File: src/rtl/rom_arbiter.sv
// Two-port arbiter/sequencer in front of a combinational instruction ROM.
// Range-checks byte addresses, inserts wait states and returns registered, port-tagged responses.
module rom_arbiter #(
    parameter int unsigned           MEMORY_DEPTH = 64,
    parameter int unsigned           DATA_WIDTH   = 32,
    parameter logic [DATA_WIDTH-1:0] BASE_ADDR    = 32'h0040_0000,
    parameter int unsigned           WAIT_STATES  = 0
) (
    input  logic                  clk,
    input  logic                  reset,
    input  logic                  req0_valid_i,
    input  logic [DATA_WIDTH-1:0] req0_addr_i,
    output logic                  req0_ready_o,
    input  logic                  req1_valid_i,
    input  logic [DATA_WIDTH-1:0] req1_addr_i,
    output logic                  req1_ready_o,
    output logic                  rsp0_valid_o,
    output logic [DATA_WIDTH-1:0] rsp0_data_o,
    output logic                  rsp0_err_o,
    output logic                  rsp1_valid_o,
    output logic [DATA_WIDTH-1:0] rsp1_data_o,
    output logic                  rsp1_err_o,
    output logic [DATA_WIDTH-1:0] rom_addr_o,
    input  logic [DATA_WIDTH-1:0] rom_data_i
);

    // One bit wider than an address so the end-of-ROM bound cannot wrap.
    localparam logic [DATA_WIDTH:0] LimitAddr =
        {1'b0, BASE_ADDR} + (DATA_WIDTH + 1)'(4 * MEMORY_DEPTH);
    localparam logic [3:0] WaitInit = 4'(WAIT_STATES);

    typedef enum logic [0:0] {StIdle, StAccess} state_e;

    state_e                state_q, state_d;
    logic [3:0]            cnt_q, cnt_d;
    logic [DATA_WIDTH-1:0] addr_q, addr_d;
    logic                  owner_q, owner_d;
    logic                  fault_q, fault_d;
    logic                  rr_q, rr_d;
    logic                  rsp0_valid_q, rsp0_valid_d;
    logic [DATA_WIDTH-1:0] rsp0_data_q, rsp0_data_d;
    logic                  rsp0_err_q, rsp0_err_d;
    logic                  rsp1_valid_q, rsp1_valid_d;
    logic [DATA_WIDTH-1:0] rsp1_data_q, rsp1_data_d;
    logic                  rsp1_err_q, rsp1_err_d;

    logic                  accept_win;
    logic                  gnt0, gnt1;
    logic [DATA_WIDTH-1:0] sel_addr;

    function automatic logic addr_fault(input logic [DATA_WIDTH-1:0] addr);
        return (addr < BASE_ADDR) || ({1'b0, addr} >= LimitAddr) || (addr[1:0] != 2'b00);
    endfunction

    always_comb begin
        accept_win = (state_q == StIdle) || (cnt_q == 4'd0);
        // Grants are held off while reset is asserted so ready reads as 0 in reset.
        gnt0 = reset && accept_win && req0_valid_i && (!req1_valid_i || !rr_q);
        gnt1 = reset && accept_win && req1_valid_i && (!req0_valid_i || rr_q);
        sel_addr = gnt1 ? req1_addr_i : req0_addr_i;

        state_d      = state_q;
        cnt_d        = cnt_q;
        addr_d       = addr_q;
        owner_d      = owner_q;
        fault_d      = fault_q;
        rr_d         = rr_q;
        rsp0_valid_d = 1'b0;
        rsp0_data_d  = rsp0_data_q;
        rsp0_err_d   = rsp0_err_q;
        rsp1_valid_d = 1'b0;
        rsp1_data_d  = rsp1_data_q;
        rsp1_err_d   = rsp1_err_q;

        unique case (state_q)
            StIdle: ;
            StAccess: begin
                if (cnt_q == 4'd0) begin
                    if (!owner_q) begin
                        rsp0_valid_d = 1'b1;
                        rsp0_data_d  = fault_q ? '0 : rom_data_i;
                        rsp0_err_d   = fault_q;
                    end else begin
                        rsp1_valid_d = 1'b1;
                        rsp1_data_d  = fault_q ? '0 : rom_data_i;
                        rsp1_err_d   = fault_q;
                    end
                    state_d = StIdle;
                end else begin
                    cnt_d = cnt_q - 4'd1;
                end
            end
            default: state_d = StIdle;
        endcase

        // A grant in the completion cycle overrides the return to idle (back-to-back).
        if (gnt0 || gnt1) begin
            addr_d  = sel_addr;
            owner_d = gnt1;
            fault_d = addr_fault(sel_addr);
            cnt_d   = WaitInit;
            rr_d    = gnt0;
            state_d = StAccess;
        end
    end

    always_ff @(posedge clk) begin
        if (!reset) begin
            state_q      <= StIdle;
            cnt_q        <= 4'd0;
            addr_q       <= BASE_ADDR;
            owner_q      <= 1'b0;
            fault_q      <= 1'b0;
            rr_q         <= 1'b0;
            rsp0_valid_q <= 1'b0;
            rsp0_data_q  <= '0;
            rsp0_err_q   <= 1'b0;
            rsp1_valid_q <= 1'b0;
            rsp1_data_q  <= '0;
            rsp1_err_q   <= 1'b0;
        end else begin
            state_q      <= state_d;
            cnt_q        <= cnt_d;
            addr_q       <= addr_d;
            owner_q      <= owner_d;
            fault_q      <= fault_d;
            rr_q         <= rr_d;
            rsp0_valid_q <= rsp0_valid_d;
            rsp0_data_q  <= rsp0_data_d;
            rsp0_err_q   <= rsp0_err_d;
            rsp1_valid_q <= rsp1_valid_d;
            rsp1_data_q  <= rsp1_data_d;
            rsp1_err_q   <= rsp1_err_d;
        end
    end

    always_comb begin
        req0_ready_o = gnt0;
        req1_ready_o = gnt1;
        rsp0_valid_o = rsp0_valid_q;
        rsp0_data_o  = rsp0_data_q;
        rsp0_err_o   = rsp0_err_q;
        rsp1_valid_o = rsp1_valid_q;
        rsp1_data_o  = rsp1_data_q;
        rsp1_err_o   = rsp1_err_q;
        // Faulted accesses park the ROM on word 0 so it never sees an out-of-range address.
        rom_addr_o   = (state_q == StAccess && !fault_q) ? addr_q : BASE_ADDR;
    end

endmodule

File: config.mk
export PLATFORM = sky130hd
export DESIGN_NAME = rom_arbiter
export DESIGN_NICKNAME = d
export VERILOG_FILES = /design/src/rtl/rom_arbiter.sv
export SDC_FILE = /design/constraint.sdc
export NUM_CORES = 1
export LEC_CHECK = 0
export CAP_MARGIN = 10
export CORE_MARGIN = 4
export CORE_UTILIZATION = 47
export CTS_BUF_LIST = sky130_fd_sc_hd__clkbuf_16
export DETAILED_ROUTE_END_ITERATION = 8
export PLACE_DENSITY = 0.95
export SYNTH_ARGS = -nofsm -noshare
export SYNTH_HDL_FRONTEND = slang
export SYNTH_SLANG_ARGS = --single-unit
File: constraint.sdc
create_clock -name clk -period 3.2 [get_ports clk]
set_input_delay 0.64 -clock clk [delete_from_list [all_inputs] [get_ports clk]]
set_output_delay 0.64 -clock clk [all_outputs]
set_load 0.03 [all_outputs]
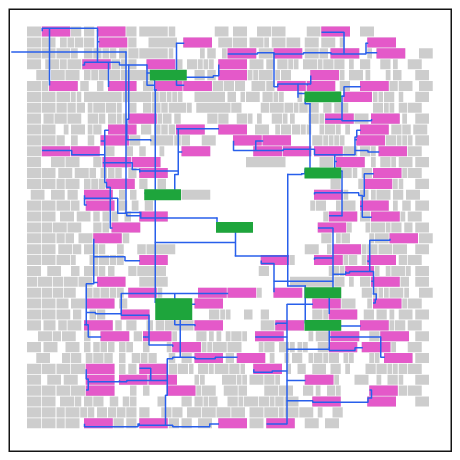
(images/clock_wires.png)
Scale: 4 px per µm.
Key: green = clock-net drivers [count 9]; blue = clock wires [length 1190 µm]; magenta = flip-flops [count 108]
There are 10 routed clock nets.

==> results_slide.txt <==
Run Summary

Run status
  • Result of the run: finished, final reports clean

STA
  • Fin Setup TNS: 0 ns
  • Number of endpoints with negative hold slack in the final report: 0
  • Total setup violations reported at the end of the flow: 0
  • Crit share post-route: 0.945
  • Count of final max-slew check failures: 0
  • Worst Max-Slew Pin Slew: 0.887 ns

Worst hold path
  • Worst hold path stage count: 2
  • Worst hold path class: reg -> reg

Layout
  • Most frequent logic cell in the layout: clkdlybuf4s50_1
  • Number of nets in the finished design: 859
  • Signed area change from the synthesized netlist to the final layout: 48.0%
  • Fraction of final layout cells sized beyond drive strength 1: 0.0841
  • Post-route non-filler standard cell count: approximately 900

Worst setup path
  • Critical path arrival: 2.38 ns
  • FF-to-FF Start: cnt_q[0]
  • Type of the worst setup path: in -> out
  • Req. time, crit path: approximately 2.6 ns
  • Crit Path Max Fanout: 5

Logic synthesis
  • Main area contributors after synthesis: dfxtp_1, nand2_1, a21boi_1
  • Synth warn: 0
  • Net count of the mapped netlist: 680
  • Cell area after technology mapping: 0.00490 mm²
  • Portion of synthesized cell area occupied by the leading cell type: 0.441
  • Count of mapped cells out of synthesis: 579
  • Seq cells post-synth: between 100 and 150
  • Syn_area_per_cell: 8.46 µm²
  • Library cell occupying the most area in the post-synthesis netlist: dfxtp_1
  • Unique cell type count in the Yosys netlist: 40

Routing
  • Mean routed wirelength per cell: 15.8 µm
  • Total met2 wirelength after detailed routing: 7.06 mm
  • Met3 wire len: 927 µm
  • 1st-iter DRT viols: 255
  • Total vias in the final route: 4700
  • Via/cell ratio: 5.24
  • Tally of nets with antenna violations remaining after routing: 0

Power
  • Power density over cell area: 445 mW/mm²

Place
  • Placed wire-length estimate: 10.6 mm
  • Number of cells after detailed placement: slightly below 900
  • Count of input and output buffers: 201

Clock tree
  • CTS tree: yes
  • Clock transition at path regs: around 0.070 ns
  • Clock buffers created by TritonCTS: 9
  • Number of hold buffers added after CTS: 0

Floorplan
  • Rows: 37
  • Die outline area: 0.0121 mm²
  • Floorplan die width: between 100 and 150 µm

Global route
  • Number of global-route vias before repair: 4633
  • First-pass GRT wire length: 21.6 mm

Run
  • Max capacitance violation total: 0
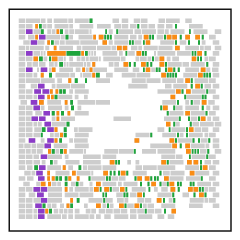
(images/gates.png)
Scale: 2 px per µm.
Key: orange = aoi and oai cells [cells 110, where all over the die]; purple = mux cells [cells 31, where a vertical strip on the left]; green = nand cells [cells 175, where all over the die]

[Yosys cell counts (all sizes together)]
master and number:
nand3 33, o31ai 1, nand2b 2, a211oi 1, dfxtp 108, buf 29, and3 1, a21oi 3
or4 1, nor2 9, a32oi 1, nor3b 1, a21boi 67, and2 36, o21ai 34, a31o 1
mux2i 31, a32o 1, o2111ai 1, nand3b 1, and4 1, nor3 3, clkbuf 16, nor4b 3
ha 1, nor2b 35, inv 5, nand2 137, a31oi 2, nor4 11, or4b 1, nand4 2
[power by group]
| part | internal [mW] | switching [mW] | leakage, nW | total, mW |
|---|---|---|---|---|
| Sequential | 1.43 | 0.0462 | 0.884 | 1.48 |
| Combinational | 0.328 | 0.374 | 1.80 | 0.702 |
| Clock | 0.589 | 0.455 | 0.137 | 1.04 |
| Total | 2.35 | 0.876 | 2.82 | 3.22 |
[routing by layer]
metal,global-route usage,vias to the layer above
li1,-,2301
met1,0.251,2180
met2,0.421,187
met3,0.0414,32
met4,0.109,0
met5,0,-
[stage by stage]
| step | setup slack (ns) | area (µm²) | hold slack [ns] | power, mW | utilization |
|---|---|---|---|---|---|
| global route | 0.0555 | 7250 | 0.478 | 3.36 | 0.709 |
| CTS | 0.184 | 7220 | 0.456 | 3.24 | 0.706 |
| detailed placement | 0.211 | 6950 | 0.447 | 2.21 | 0.680 |
| global placement | 0.255 | 6950 | 0.441 | 2.18 | 0.680 |
| floorplan | 1.18 | 4900 | 0.435 | 1.89 | - |
| finish | 0.176 | 7250 | 0.454 | 3.22 | 0.709 |
[worst max-delay path: cells and delay by family]
family          cells  cell delay (ns)
buf+inv             2             1.22
compound gates      1             0.28
simple gates        1             0.24
[layout make-up]
class | instances | area [µm²]
clock buffers | 9 | 225
clock inverters | 5 | 46.3
fillers | 727 | 2980
inverters | 5 | 18.8
multi-input cells | 421 | 2480
flip-flops and latches | 108 | 2160
well taps | 136 | 170
repair buffers | 213 | 2150
[sequential cells by signal (all words and copies together) (netlist names), 4 cells and up]
register and flops:
rsp0_data_o 32, addr_q 32, rsp1_data_o 32, cnt_q 4
[final timing paths]
check	end	slack (ns)
max	req0_ready_o	0.18
max reg2reg	addr_q[21]	0.99
min	rsp1_data_o[6]	0.45
min reg2reg	rsp1_data_o[6]	0.45
[cell families after synthesis]
logic type / synth area share
DFF: 0.441
buffers and inverters: 0.0559
AOI/OAI and AO/OA: 0.153
and+or+nand+nor: 0.284
muxes: 0.0633
adders and majority gates: 0.00255
No activity file was given, so power comes from the tool's default toggle rates.
